**src/rtl/dht11_sample_scheduler.sv**
```systemverilog
// DHT11 read scheduler: periodic and forced reads, bounded retries,
// and publication of the last good humidity/temperature sample.
module dht11_sample_scheduler #(
    parameter int INTERVAL_CYCLES = 300_000_000,
    parameter int MIN_GAP_CYCLES  = 200_000_000,
    parameter int TIMEOUT_CYCLES  = 10_000_000,
    parameter int MAX_RETRY       = 2
) (
    input  logic       clk,
    input  logic       reset,
    input  logic       force_req,
    output logic       rd_start,
    input  logic       rd_busy,
    input  logic       rd_done,
    input  logic [7:0] rd_humidity,
    input  logic [7:0] rd_temperature,
    input  logic       rd_chk_ok,
    output logic [7:0] humidity,
    output logic [7:0] current_temperature,
    output logic       data_valid,
    output logic       stale,
    output logic       update,
    output logic [7:0] err_count
);

    localparam int GAP_W = (INTERVAL_CYCLES > 1) ? $clog2(INTERVAL_CYCLES) : 1;
    localparam int RTY_W = (MAX_RETRY > 0) ? $clog2(MAX_RETRY + 1) : 1;

    localparam logic [GAP_W-1:0] GAP_MAX = GAP_W'(INTERVAL_CYCLES - 1);
    localparam logic [GAP_W-1:0] GAP_MIN = GAP_W'(MIN_GAP_CYCLES - 1);
    localparam logic [GAP_W-1:0] GAP_TMO = GAP_W'(TIMEOUT_CYCLES - 1);
    localparam logic [GAP_W-1:0] GAP_ONE = GAP_W'(1);
    localparam logic [RTY_W-1:0] RTY_MAX = RTY_W'(MAX_RETRY);
    localparam logic [RTY_W-1:0] RTY_ONE = RTY_W'(1);

    typedef enum logic [1:0] {
        S_WAIT,
        S_START,
        S_WAIT_DONE
    } state_t;

    state_t           state_q, state_d;
    logic [GAP_W-1:0] gap_q, gap_d;
    logic [RTY_W-1:0] retry_q, retry_d;
    logic             force_pend_q, force_pend_d;
    logic             rd_start_q, rd_start_d;
    logic [7:0]       hum_q, hum_d;
    logic [7:0]       temp_q, temp_d;
    logic [7:0]       err_q, err_d;
    logic             valid_q, valid_d;
    logic             stale_q, stale_d;
    logic             update_q, update_d;

    logic gap_at_max;
    logic gap_past_min;
    logic gap_tmo;
    logic want_read;
    logic rd_ok;
    logic rd_fail;

    assign gap_at_max   = (gap_q == GAP_MAX);
    assign gap_past_min = (gap_q >= GAP_MIN);
    assign gap_tmo      = (gap_q == GAP_TMO);

    assign want_read = gap_at_max
                    || ((force_pend_q || (retry_q != '0)) && gap_past_min);

    // A completion in the timeout cycle is judged on its checksum alone.
    assign rd_ok   = rd_done && rd_chk_ok;
    assign rd_fail = (rd_done && !rd_chk_ok) || (gap_tmo && !rd_done);

    always_comb begin
        state_d      = state_q;
        gap_d        = gap_at_max ? gap_q : gap_q + GAP_ONE;
        retry_d      = retry_q;
        force_pend_d = force_pend_q | force_req;
        rd_start_d   = 1'b0;
        hum_d        = hum_q;
        temp_d       = temp_q;
        err_d        = err_q;
        valid_d      = valid_q;
        stale_d      = stale_q;
        update_d     = 1'b0;

        unique case (state_q)
            S_WAIT: begin
                if (!rd_busy && want_read) begin
                    state_d      = S_START;
                    gap_d        = '0;
                    rd_start_d   = 1'b1;
                    force_pend_d = force_req;
                end
            end
            S_START: begin
                state_d = S_WAIT_DONE;
            end
            S_WAIT_DONE: begin
                unique case (1'b1)
                    rd_ok: begin
                        state_d  = S_WAIT;
                        hum_d    = rd_humidity;
                        temp_d   = rd_temperature;
                        update_d = 1'b1;
                        valid_d  = 1'b1;
                        stale_d  = 1'b0;
                        retry_d  = '0;
                    end
                    rd_fail: begin
                        state_d = S_WAIT;
                        err_d   = (err_q == 8'hFF) ? err_q : err_q + 8'd1;
                        if (retry_q < RTY_MAX) begin
                            retry_d = retry_q + RTY_ONE;
                        end else begin
                            retry_d = '0;
                            stale_d = 1'b1;
                        end
                    end
                    default: ;
                endcase
            end
            default: begin
                state_d = S_WAIT;
            end
        endcase
    end

    always_ff @(posedge clk) begin
        if (reset) begin
            state_q      <= S_WAIT;
            gap_q        <= '0;
            retry_q      <= '0;
            force_pend_q <= 1'b0;
            rd_start_q   <= 1'b0;
            hum_q        <= 8'd0;
            temp_q       <= 8'd0;
            err_q        <= 8'd0;
            valid_q      <= 1'b0;
            stale_q      <= 1'b0;
            update_q     <= 1'b0;
        end else begin
            state_q      <= state_d;
            gap_q        <= gap_d;
            retry_q      <= retry_d;
            force_pend_q <= force_pend_d;
            rd_start_q   <= rd_start_d;
            hum_q        <= hum_d;
            temp_q       <= temp_d;
            err_q        <= err_d;
            valid_q      <= valid_d;
            stale_q      <= stale_d;
            update_q     <= update_d;
        end
    end

    assign rd_start            = rd_start_q;
    assign humidity            = hum_q;
    assign current_temperature = temp_q;
    assign data_valid          = valid_q;
    assign stale               = stale_q;
    assign update              = update_q;
    assign err_count           = err_q;

    a_start_pulse : assert property (
        @(posedge clk) disable iff (reset) rd_start_q |=> !rd_start_q
    );

    a_start_state : assert property (
        @(posedge clk) disable iff (reset) (state_q == S_START) |-> rd_start_q
    );

endmodule

```
**config.mk**
```make
export PLATFORM = sky130hd
export DESIGN_NAME = dht11_sample_scheduler
export DESIGN_NICKNAME = d
export VERILOG_FILES = /design/src/rtl/dht11_sample_scheduler.sv
export SDC_FILE = /design/constraint.sdc
export NUM_CORES = 1
export LEC_CHECK = 0
export CAP_MARGIN = 5
export CORE_ASPECT_RATIO = 0.8
export CORE_MARGIN = 2
export CORE_UTILIZATION = 45
export DETAILED_ROUTE_END_ITERATION = 12
export GPL_TIMING_DRIVEN = 0
export PLACE_DENSITY = 0.72
export SLEW_MARGIN = 20
export SYNTH_ARGS = -nofsm -noshare
export SYNTH_HDL_FRONTEND = slang
export SYNTH_SLANG_ARGS = --single-unit
```
**constraint.sdc**
```tcl
create_clock -name clk -period 1.8 [get_ports clk]
set_input_delay 0.54 -clock clk [delete_from_list [all_inputs] [get_ports clk]]
set_output_delay 0.54 -clock clk [all_outputs]
set_load 0.1 [all_outputs]
```
==> summary.txt, run 1 <==
The layout was made with Yosys and OpenROAD.

The flow ran to the end, but the final reports show violations. The checks that failed: negative setup slack. The clock buffer and inverter area fraction after layout is 0.0419. Looking at the post-CTS report, the setup buffer insertion count equals 13. The count of non-CTS buffers in the layout is 89. The layout net count is 438. Of the synthesized area, sequential elements account for 0.407.

The area of the mapped netlist is 3050 sq um. The die width is 96.1 um. The detail-routed via count per cell is 5.78. The number of maximum-capacitance violations recorded for the run is 0. The via count of the first global-routing pass came to 2779.

The cell with the most instances after synthesis is sky130_fd_sc_hd__dfxtp_1. In this run the core area contains 26 standard-cell rows. The total of hold buffers inserted after clock tree synthesis is 0.

Looking at the VDD voltage map, the peak drop is 0.459 mV. The starting utilization of the core area is 0.472. Warnings raised by the tools during the run amount to 28. The cell that appears most often on the critical path is sky130_fd_sc_hd__buf_6. The fraction of cell area in sequential cells is reported as 0.301. The area share of buffers outside the clock network is 0.170. The number of library cell types mapped by synthesis is 51. The switching component of the power was reported as 0.643 mW. Recorded from the global router log, the overflow total was 0.

The largest individual stage delay along the critical path comes from the cell sky130_fd_sc_hd__dfxtp_2. The vertical die dimension is 77.7 um. The number of I/O port buffers is 48. The arrival time at the worst endpoint is 2100 ps. The DRC violation total left in the routed layout is recorded as 0.

The number of placed instances, taps included, is 464. The count of multi-input gates is 249. The first-pass GRT wire length is 13.3 mm. The non-clock inverter instance count of the final layout is 3. The initial antenna violation count is 0.

The hold path startpoint is current_temperature[7]. The worst setup path is launched from a register. The heaviest power group is sequential cells. TritonCTS built the clock tree. The global placer's final weighted congestion is 0.816. The upper clock frequency limit is 0.525 GHz. The area reported by Yosys stat is 3050 sq um. The floorplan report gives the top-level pin count as 50. The layout has 13 clock buffers. The cell count of the worst hold path is 2. The register-to-register setup slack is -110 ps.

The fraction of area in multi-input gates is 0.459. Per the cell usage report, the commonest logic cell in the layout is sky130_fd_sc_hd__nand2_1. Per the post-run analysis, buffers plus inverters along the critical path come to 2. The number of sequential cells is 62.

The area fraction in and, or, nand and nor cells is 0.254. The maximum number of pins on one net before global-route repair is 12. In the final layout, the fill cell count is 527. After layout, the design draws a total of 2.68 mW. Measured in cells, the most critical reg-to-reg path has a length of 8.

Yosys reported a register bit count of 62. The power of the combinational group is 0.183 mW. The synthesized-area fraction occupied by adder cells is 0.00820. The remaining max-slew budget at the tightest pin is 0.486.

At the pin with the least slew margin, the transition time is 771 ps. The number of buffers created by CTS is 9. CTS saw 62 sinks.

The multiplexer share of the synthesized area is 0.00697. The share of total power dissipated in combinational logic is 0.068. In the layout the commonest cells are 44 x sky130_fd_sc_hd__nand2_1, 38 x sky130_fd_sc_hd__dfxtp_1, 28 x sky130_fd_sc_hd__a211oi_2. The power consumed by sequential cells is 1.38 mW.

The synth_stat.txt file lists the number of cells as 332. Looking at the setup timing report, the critical path kind is reg -> reg. The area fraction in xor and xnor cells is 0.0803. The switching share of total power is 0.240.

For this run, the slowest stage of the critical path takes 360 ps. The largest cell class by area is combinational gates. The total die area is 7460 sq um. Counting along the longest clock path gives a buffer depth of 2. The leakage power in the latest report is 1.53 nW.

The leading area contributor after synthesis is sky130_fd_sc_hd__dfxtp_1. The family with the most delay on the worst path is simple AND/OR/NAND/NOR gates. The share of synthesized area in the top cell type comes to 0.407.

Counting pins that exceed their max-slew limit in the final report gives 0. The gate count after technology mapping is 332. Hold analysis lists the worst path endpoint as current_temperature[7]. The final timing report gives a worst setup slack of -106 ps. The final number of setup-violating endpoints is 35.

The count of warnings emitted by yosys is 0. The count of library flops with an enable pin is 0. The endpoint of the worst setup timing path is gap_q[6].

The antenna violation net count after detailed routing is 0. The average cell area after synthesis is 9.20 sq um. The area of all sequential standard cells is 1290 sq um. Of the total power, registers draw 0.515. The critical path runs through a total of 8 cells.

The maximum fanout along the worst path is 5. The clock group share of total power is 0.417. The portion of the clock cycle consumed by the worst path in the final layout is 1.06.
-- run 1: routing by layer --
| metal | vias to the layer above | track usage | wire, um |
|---|---|---|---|
| li1 | 1400 | - | - |
| met1 | 1411 | 0.308 | 3820 |
| met2 | 80 | 0.339 | 3870 |
| met3 | 15 | 0.0689 | 503 |
| met4 | 0 | 0.0700 | 116 |
| met5 | - | 0 | 0 |
-- run 1: sequential cells by signal (all words and copies together), names as in the netlist --
name,cells
err_count,8
update,1
data_valid,1
force_pend_q,1
state_q,2
retry_q,2
humidity,8
stale,1
rd_start,1
current_temperature,8
gap_q,29
-- run 1: stage by stage --
step,TNS [ps],util
after floorplan,0,-
after global placement,-22110,0.567
after detailed placement,-22500,0.567
after CTS,-1340,0.649
after global routing,-3720,0.660
final,-1710,0.660
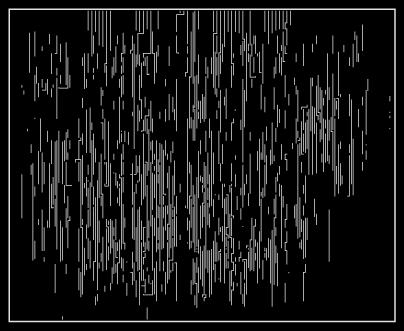
Fig. 1. The metal 2 layer (run 1).
Drawn at 4 px/um.
wire length on this layer: 3870 um
nets with wire on the layer: 383
main direction: vertical
share of all routed wire: 47%
longest straight run: 27.9 um

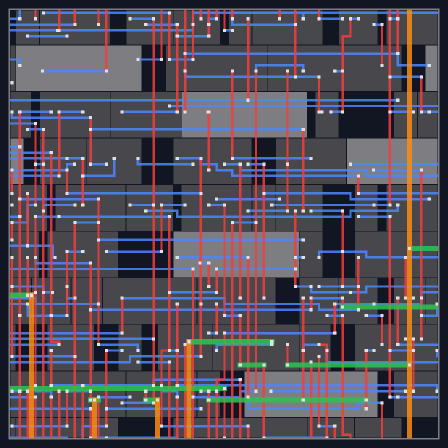
Fig. 2. A small window of the routed layout (run 1).
Region (36, 26) to (61, 51) um. Cells in grey, sequential cells in the stronger grey; small squares are vias.
legend:
  red:
    layer: met2
  green:
    layer: met3
  blue:
    layer: met1
  orange:
    layer: met4
cells with their middle in the window: 51
netlist names of flops here include: `gap_q` (4), `humidity` (1)
most frequent: buf_6 (5), nand4_1 (4), dfxtp_1 (4)
sequential cells in the window: 5

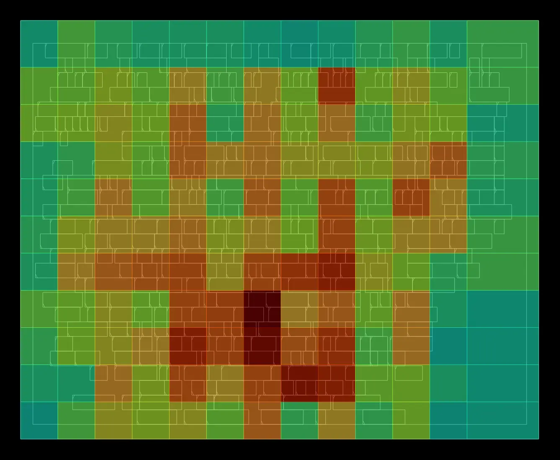
Fig. 3. Track usage over the die (run 1).
All-Layer GR Usage: 0.225
met3 routing resource usage after global routing: 0.0689
most crowded layer after global routing: met2
GR met1 Demand/Resource: 0.308
GR Util met2: 0.339

Fig. 4: run 1, sizing map
Drawn at 4 px/um.
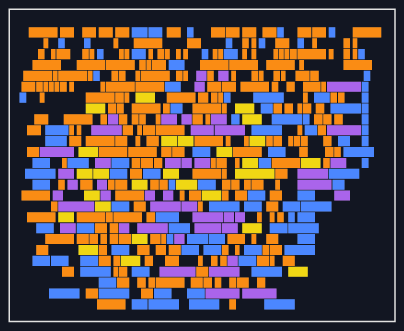

==> run 1 -> run 2 <==
--- a/config.mk
+++ b/config.mk
@@ -5,13 +5,16 @@
 export SDC_FILE = /design/constraint.sdc
 export NUM_CORES = 1
 export LEC_CHECK = 0
+export ABC_AREA = 0
 export CAP_MARGIN = 5
 export CORE_ASPECT_RATIO = 0.8
 export CORE_MARGIN = 2
 export CORE_UTILIZATION = 45
+export CTS_BUF_LIST = sky130_fd_sc_hd__clkbuf_16
 export DETAILED_ROUTE_END_ITERATION = 12
 export GPL_TIMING_DRIVEN = 0
 export PLACE_DENSITY = 0.72
+export SKIP_CTS_REPAIR_TIMING = 1
 export SLEW_MARGIN = 20
 export SYNTH_ARGS = -nofsm -noshare
 export SYNTH_HDL_FRONTEND = slang
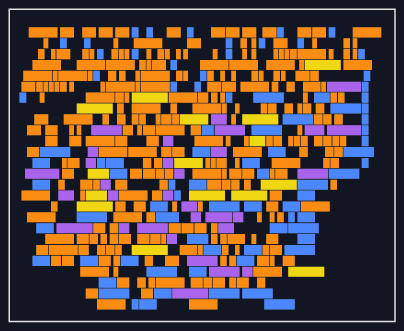
Fig. 5. Sizing map (run 2).
Drawn at 4 px/um.
legend:
  orange:
    size: drive 1 or less
    cells: 277
    share: 68%
  purple:
    size: drive 3 to 4
    cells: 31
    share: 7.7%
  blue:
    size: drive 2
    cells: 82
    share: 20%
  yellow:
    size: drive 6 and up
    cells: 15
    share: 3.7%

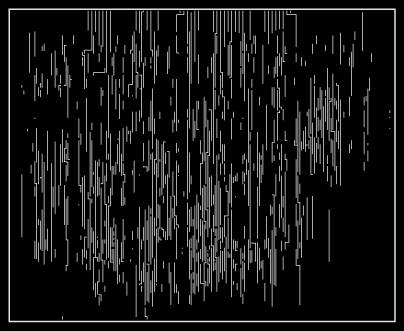
Fig. 6. The metal 2 layer (run 2).
Drawn at 4 px/um.
nets with wire on the layer: 369
longest straight run: 27.5 um
main direction: vertical
share of all routed wire: 47%

==> summary.txt, run 2 <==
The layout was made with Yosys and OpenROAD.

The cell class ranked first by area is combinational gates (unchanged). The number of clock-tree buffers in the layout was 9 (was 13). The count of non-CTS buffers in the layout is 76 (was 89). The clock buffer and inverter area fraction after layout is 0.0638 (was 0.0419).

The sequential element share of the synthesized area is 0.407 (unchanged). The endpoint of the worst setup timing path is gap_q[27] (was gap_q[6]). The portion of the clock cycle consumed by the worst path in the final layout is 1.07 (was 1.06). The clock group share of total power came to 0.493 (was 0.417). The fraction of met2 tracks used by global routing is 0.308 (was 0.339). The fraction of met1 tracks used by global routing is 0.290 (was 0.308). The overall global routing resource usage is 0.208 (was 0.225).

The TritonCTS sink count is 62 (unchanged). The initial antenna violation count is 0 (unchanged). The final number of setup-violating endpoints is 35 (unchanged).

The fraction of area in registers is 0.312 (was 0.301). The post-route core utilization came to 0.630 (was 0.660). The die width is 96.1 um (unchanged). The pin slew with the least headroom to its limit came to 725 ps (was 771 ps). The area share of buffers outside the clock network is 0.141 (was 0.170). The number of cells in the design after placement is 464 (unchanged).

The heaviest power group is clock (was sequential cells). The net switching power was 0.682 mW (was 0.643 mW). The number of buffers created by CTS is 9 (unchanged).

Commonest cells in the synthesized netlist: 62 x sky130_fd_sc_hd__dfxtp_1, 44 x sky130_fd_sc_hd__nand2_1, 27 x sky130_fd_sc_hd__xor2_1, 26 x sky130_fd_sc_hd__a21oi_1, 18 x sky130_fd_sc_hd__a211oi_1 (unchanged). The number of slew-limit violations in the final report is 0 (unchanged). The number of library cell types mapped by synthesis was 51 (unchanged). The endpoint of the lowest-slack register-to-register path is gap_q[27] (was gap_q[6]). The register bank with the most flops is gap_q (unchanged). The register bit count reported by yosys is 62 (unchanged). The kind of launch point of the worst setup path is a register (unchanged).

The H-tree depth came to 3 (unchanged). The non-clock inverter instance count of the final layout is 3 (unchanged). The area of the mapped netlist came to 3050 sq um (unchanged). The family with the most delay on the worst path is AND-OR/OR-AND gates (was simple AND/OR/NAND/NOR gates). The setup TNS came to -2780 ps (was -1710 ps). The combined buffer and inverter count along the critical path is 1 (was 2).

The average cell area after synthesis is 9.20 sq um (unchanged). The area reported by Yosys stat is 3050 sq um (unchanged). The first-pass GRT wire length is 12.2 mm (was 13.3 mm). The antenna violation net count after detailed routing was 0 (unchanged). The cell type of the slowest stage on the worst timing path is sky130_fd_sc_hd__o41a_4 (was sky130_fd_sc_hd__dfxtp_2). The maximum number of pins on one net before global-route repair came to 12 (unchanged).

The combinational share of power came to 0.051 (was 0.068). The switching share of total power is 0.224 (was 0.240). The post-route DRC violation count is 0 (unchanged).

The number of sequential cells is 62 (unchanged). The depth of the worst register-to-register path is 7 (was 8). The standby leakage power is 1.46 nW (was 1.53 nW).

The final worst-path setup slack is -133 ps (was -106 ps). The remaining global-route overflow was 0 (unchanged). The I/O pin count is 50 (unchanged). The arrival time at the worst endpoint was 2160 ps (was 2100 ps). The highest-utilization routing layer at the global route stage was met2 (unchanged). Cell-by-cell listing of the critical path: ha_4, and3_4, nand4_1, nor2_2, o41a_4, buf_8, a211oi_1 (was ha_4, and3_4, buf_6, nand4_1, buf_6, o2111ai_1, xor2_1, a211oi_2).

The global routing met3 resource utilization is 0.0495 (was 0.0689). The number of fill cells in the layout was 546 (was 527). The number of flip-flops in the largest register is 29 (unchanged).

The vertical die dimension is 77.7 um (unchanged). The post-route met1 wirelength is 3.61 mm (was 3.82 mm). Violations in the final reports: negative setup slack (unchanged). Most frequent cells in the layout: 44 x sky130_fd_sc_hd__nand2_1, 42 x sky130_fd_sc_hd__dfxtp_1, 29 x sky130_fd_sc_hd__clkbuf_2 (was 44 x sky130_fd_sc_hd__nand2_1, 38 x sky130_fd_sc_hd__dfxtp_1, 28 x sky130_fd_sc_hd__a211oi_2).

The power of the combinational group is 0.156 mW (was 0.183 mW). The maximum fanout along the worst path is 10 (was 5). Result of the run: finished, violations left (unchanged). The via count of the first global-routing pass is 2539 (was 2779). The detail-routed via count per cell is 5.70 (was 5.78). The layout net count was 424 (was 438). The global placer's final weighted congestion is 0.816 (unchanged). The fraction of area in multi-input gates is 0.454 (was 0.459). The uppermost metal layer occupied by signal nets is met4 (unchanged). The sequential share of power is 0.456 (was 0.515). The cell with the most instances after synthesis is sky130_fd_sc_hd__dfxtp_1 (unchanged).

The cell count in the Yosys report came to 332 (unchanged). The longest individual stage delay on the worst path is 510 ps (was 360 ps). The post-route worst hold slack is 453 ps (was 455 ps). The leading area contributor after synthesis is sky130_fd_sc_hd__dfxtp_1 (unchanged).

The category of the most critical setup path is reg -> reg (unchanged). The count of warnings emitted by yosys was 0 (unchanged). The gate count after technology mapping is 332 (unchanged). The power consumed by sequential cells is 1.39 mW (was 1.38 mW).

The remaining max-slew budget at the tightest pin came to 0.517 (was 0.486). The register-to-register setup slack came to -130 ps (was -110 ps). The starting utilization of the core area is 0.472 (unchanged).

The total number of warnings across the stage logs is 27 (was 28). The total chip power came to 3.05 mW (was 2.68 mW). The area of all sequential standard cells was 1270 sq um (was 1290 sq um). The placement row count is 26 (unchanged). The most frequently placed logic cell in the final layout was sky130_fd_sc_hd__nand2_1 (unchanged). The buffer depth of the longest clock path is 2 (unchanged). The total die area is 7460 sq um (unchanged).

The total length of routed met2 wires is 3.63 mm (was 3.87 mm). The worst IR drop on VDD came to 0.499 mV (was 0.459 mV). The met3 wire length is 374 um (was 503 um).
==> run 2: cell counts after synthesis <==
No cell type changed its count.
==> run 2: worst min-delay path by stage <==
| stage | start | endpoint | slack (ps) | depth (start not counted) |
|---|---|---|---|---|
| after floorplan | gap_q[1] | gap_q[1] | 480 | 2 |
| after global placement | humidity[3] | humidity[3] | 440 | 2 |
| after detailed placement | current_temperature[0] | current_temperature[0] | 450 | 2 |
| after CTS | current_temperature[0] | current_temperature[0] | 460 | 2 |
| after global routing | current_temperature[0] | current_temperature[0] | 470 | 2 |
| final | current_temperature[0] | current_temperature[0] | 450 | 2 |
==> run 2: cell families after synthesis <==
logic type,Yosys count,share of synthesized area
flops,62,0.407
simple gates,133,0.254
mux,2,0.00697
fa+ha+maj,2,0.00820
xor+xnor,28,0.0803
buf+inv,22,0.0393
compound gates,83,0.205
Fig. 7: run 2, track usage over the die
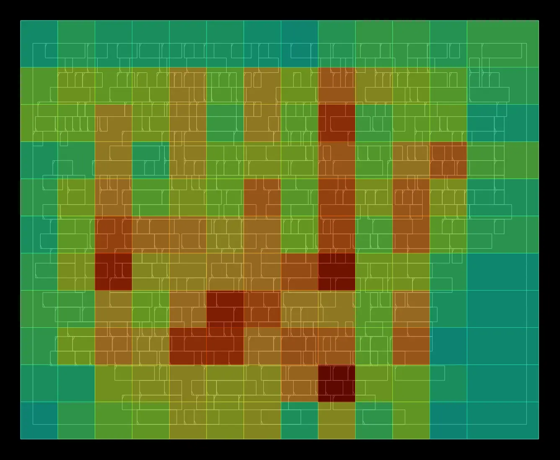

==> run 2 -> run 3 <==
--- a/config.mk
+++ b/config.mk
@@ -14,6 +14,7 @@
 export DETAILED_ROUTE_END_ITERATION = 12
 export GPL_TIMING_DRIVEN = 0
 export PLACE_DENSITY = 0.72
+export SETUP_SLACK_MARGIN = 0.1
 export SKIP_CTS_REPAIR_TIMING = 1
 export SLEW_MARGIN = 20
 export SYNTH_ARGS = -nofsm -noshare
==> constraint.sdc (replaced) <==
create_clock -name clk -period 1.8 [get_ports clk]
set_input_delay 0.54 -clock clk [delete_from_list [all_inputs] [get_ports clk]]
set_output_delay 0.54 -clock clk [all_outputs]
set_load 0.02 [all_outputs]
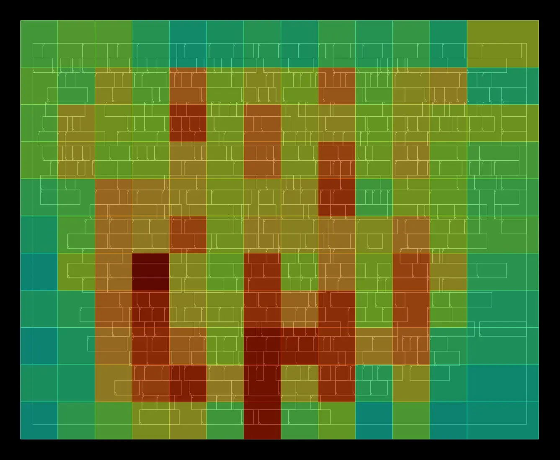
Fig. 8. Track usage over the die (run 3).
met3 routing resource usage after global routing: 0.0505
fin util: 0.695

==> summary.txt, run 3 <==
The layout was made with Yosys and OpenROAD.

The number of sequential cells is 62 (unchanged). The number of fill cells in the layout came to 445 (was 546). The count of library flops with an enable pin was 0 (unchanged).

The uppermost metal layer occupied by signal nets is met4 (unchanged). The tapcell count came to 84 (unchanged). The endpoint required time on the critical path is 1970 ps (was 2030 ps).

The count of non-CTS buffers in the layout is 87 (was 76). The buffer cell driving the clock tree root was sky130_fd_sc_hd__clkbuf_16 (unchanged). The layout net count is 435 (was 424). The gate count after technology mapping is 332 (unchanged). The antenna violation net count after detailed routing is 0 (unchanged). The I/O pin count is 50 (unchanged).

The average cell area after synthesis is 9.20 sq um (unchanged). The final number of setup-violating endpoints came to 35 (unchanged). The via count of the first global-routing pass is 2529 (was 2539). The highest-utilization routing layer at the global route stage is met2 (unchanged). The share of synthesized cell area in and-or and or-and compound cells was 0.205 (unchanged). The clock buffer and inverter area fraction after layout is 0.0717 (was 0.0638).

The portion of the clock cycle consumed by the worst path in the final layout is 1.10 (was 1.07). The longest individual stage delay on the worst path is 390 ps (was 510 ps). Commonest cells in the synthesized netlist: 62 x sky130_fd_sc_hd__dfxtp_1, 44 x sky130_fd_sc_hd__nand2_1, 27 x sky130_fd_sc_hd__xor2_1, 26 x sky130_fd_sc_hd__a21oi_1, 18 x sky130_fd_sc_hd__a211oi_1 (unchanged). The area reported by Yosys stat is 3050 sq um (unchanged). The combinational share of power is 0.050 (was 0.051).

The placement row count is 26 (unchanged). The number of slew-limit violations in the final report is 0 (unchanged). The initial antenna violation count is 0 (unchanged). The fraction of area in multi-input gates came to 0.428 (was 0.454). The TritonCTS clock tree is built (unchanged). The pin slew with the least headroom to its limit came to 768 ps (was 725 ps). The area fraction in and, or, nand and nor cells is 0.254 (unchanged). The number of cells in the design after placement was 464 (unchanged). The die width is 96.1 um (unchanged). The total number of warnings across the stage logs came to 28 (was 27).

The growth of design area from synthesis to finish is 47.5% (was 33.6%). The fraction of area in registers is 0.282 (was 0.312). The post-route met1 wirelength is 3.74 mm (was 3.61 mm).

The CTS clock-pin slew for the worst setup and hold paths was 60 ps (about the same). The fraction of post-synthesis cell area in the top cell type by area is 0.407 (unchanged). The final worst-path setup slack is -175 ps (was -133 ps). The remaining global-route overflow came to 0 (unchanged). The register bank with the most flops was gap_q (unchanged).

The global placer's final weighted congestion is 0.857 (was 0.816). The combined buffer and inverter count along the critical path came to 2 (was 1). The remaining max-slew budget at the tightest pin was 0.488 (was 0.517). The detailed-route wire length per cell came to 16.7 um (was 15.8 um). The area of all sequential standard cells is 1270 sq um (about the same).

Most frequent cells in the layout: 50 x sky130_fd_sc_hd__dfxtp_1, 42 x sky130_fd_sc_hd__nand2_1, 29 x sky130_fd_sc_hd__dlymetal6s2s_1 (was 44 x sky130_fd_sc_hd__nand2_1, 42 x sky130_fd_sc_hd__dfxtp_1, 29 x sky130_fd_sc_hd__clkbuf_2). The area of the mapped netlist is 3050 sq um (unchanged). The number of flip-flops in the largest register is 29 (unchanged). The total length of routed met2 wires is 4.05 mm (was 3.63 mm).

The vertical die dimension is 77.7 um (unchanged). The upper clock frequency limit is 0.506 GHz (was 0.517 GHz). The fraction of met1 tracks used by global routing is 0.299 (was 0.290). The sequential share of power is 0.408 (was 0.456).

The count of multi-input gates is 248 (unchanged). The kind of launch point of the worst setup path was a register (unchanged). The family with the most delay on the worst path was AND-OR/OR-AND gates (unchanged).

The post-route DRC violation count is 0 (unchanged). The total die area is 7460 sq um (unchanged). The internal cell power came to 2.68 mW (was 2.36 mW). The clock group share of total power is 0.543 (was 0.493). The total chip power is 3.40 mW (was 3.05 mW). Cell-by-cell listing of the critical path: ha_4, and3_4, buf_6, nand4_1, o211ai_2, clkbuf_4, a211oi_1 (was ha_4, and3_4, nand4_1, nor2_2, o41a_4, buf_8, a211oi_1). The maximum number of pins on one net before global-route repair was 13 (was 12). The number of I/O port buffers is 48 (unchanged). The detail-routed via count per cell came to 5.69 (was 5.70).

The power of the combinational group came to 0.169 mW (was 0.156 mW). The power consumed by sequential cells is 1.39 mW (about the same). The heaviest power group is clock (unchanged).

The non-clock inverter instance count of the final layout is 3 (unchanged). The cell with the most instances after synthesis is sky130_fd_sc_hd__dfxtp_1 (unchanged). The dominant kind of combinational cell was simple AND/OR/NAND/NOR gates (unchanged). The total iterations of the first detailed-routing run is 5 (was 4). The register bit count reported by yosys is 62 (unchanged). The arrival time at the worst endpoint is 2150 ps (was 2160 ps). The overall global routing resource usage came to 0.213 (was 0.208).

The number of standard cells in the layout, taps in and fillers out is 500 (was 489). The switching share of total power is 0.213 (was 0.224). The category of the most critical setup path is reg -> reg (unchanged). The setup TNS is -4290 ps (was -2780 ps). The shortest clock period the worst path allows after layout is 1980 ps (was 1930 ps). The TritonCTS sink count is 62 (unchanged). The maximum fanout along the worst path is 10 (unchanged).

The number of clock-tree buffers in the layout was 9 (unchanged). The count of warnings emitted by yosys is 0 (unchanged). The sequential element share of the synthesized area came to 0.407 (unchanged). The standby leakage power is 2.07 nW (was 1.46 nW). The first-pass GRT wire length was 12.4 mm (was 12.2 mm).

The cell count in the Yosys report is 332 (unchanged). The number of buffers created by CTS is 9 (unchanged). The starting utilization of the core area is 0.472 (unchanged).

The area share of buffers outside the clock network is 0.193 (was 0.141). The leading area contributor after synthesis is sky130_fd_sc_hd__dfxtp_1 (unchanged). The fraction of met2 tracks used by global routing is 0.321 (was 0.308). The buffer depth of the longest clock path is 2 (unchanged). The synthesized-area fraction occupied by adder cells is 0.00820 (unchanged). Result of the run: finished, violations left (unchanged).

The number of max-cap violations was 0 (unchanged). The most frequently placed logic cell in the final layout is sky130_fd_sc_hd__dfxtp_1 (was sky130_fd_sc_hd__nand2_1). The cell type of the slowest stage on the worst timing path is sky130_fd_sc_hd__o211ai_2 (was sky130_fd_sc_hd__o41a_4). The cell class ranked first by area was combinational gates (unchanged). The H-tree depth is 3 (unchanged). The worst IR drop on VDD is 0.586 mV (was 0.499 mV). The area fraction in xor and xnor cells is 0.0803 (unchanged). The total vias in the final route is 2844 (was 2786). The net switching power came to 0.723 mW (was 0.682 mW). The number of library cell types mapped by synthesis is 51 (unchanged).

Violations in the final reports: negative setup slack (unchanged). The multiplexer share of the synthesized area came to 0.00697 (unchanged). The met3 wire length came to 418 um (was 374 um).
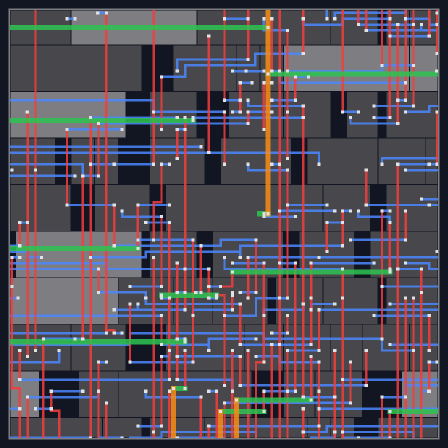
Fig. 9. A small window of the routed layout (run 3).
Region (36, 26) to (61, 51) um. Cells in grey, sequential cells in the stronger grey; small squares are vias.
legend:
  orange:
    layer: met4
  red:
    layer: met2
  green:
    layer: met3
  blue:
    layer: met1
cells with their middle in the window: 49
most frequent: buf_4 (7), dfxtp_1 (5), xor2_1 (4)
sequential cells in the window: 5
netlist names of flops here include: `gap_q` (3)

## run 3: cell counts after synthesis
Identical to the previous run, type by type.
## run 3: worst paths after layout
check                              start                endpoint  slack (ps)  depth (start not counted)
setup reg to reg                gap_q[1]               gap_q[24]        -180                          7
setup / recovery                gap_q[1]               gap_q[24]        -180                          7
hold reg to reg   current_temperature[1]  current_temperature[1]         450                          2
hold / removal    current_temperature[1]  current_temperature[1]         450                          2
## run 3: through the flow
stage	cell area, sq um	setup slack [ps]	hold WS [ps]
3_3_place_gp	3690	-624	442
2_1_floorplan	3110	54.7	469
3_5_place_dp	3690	-718	447
5_1_grt	4500	-268	471
4_1_cts	4010	-390	456
6_report	4500	-175	448
Power is estimated from default activity; no workload was simulated.
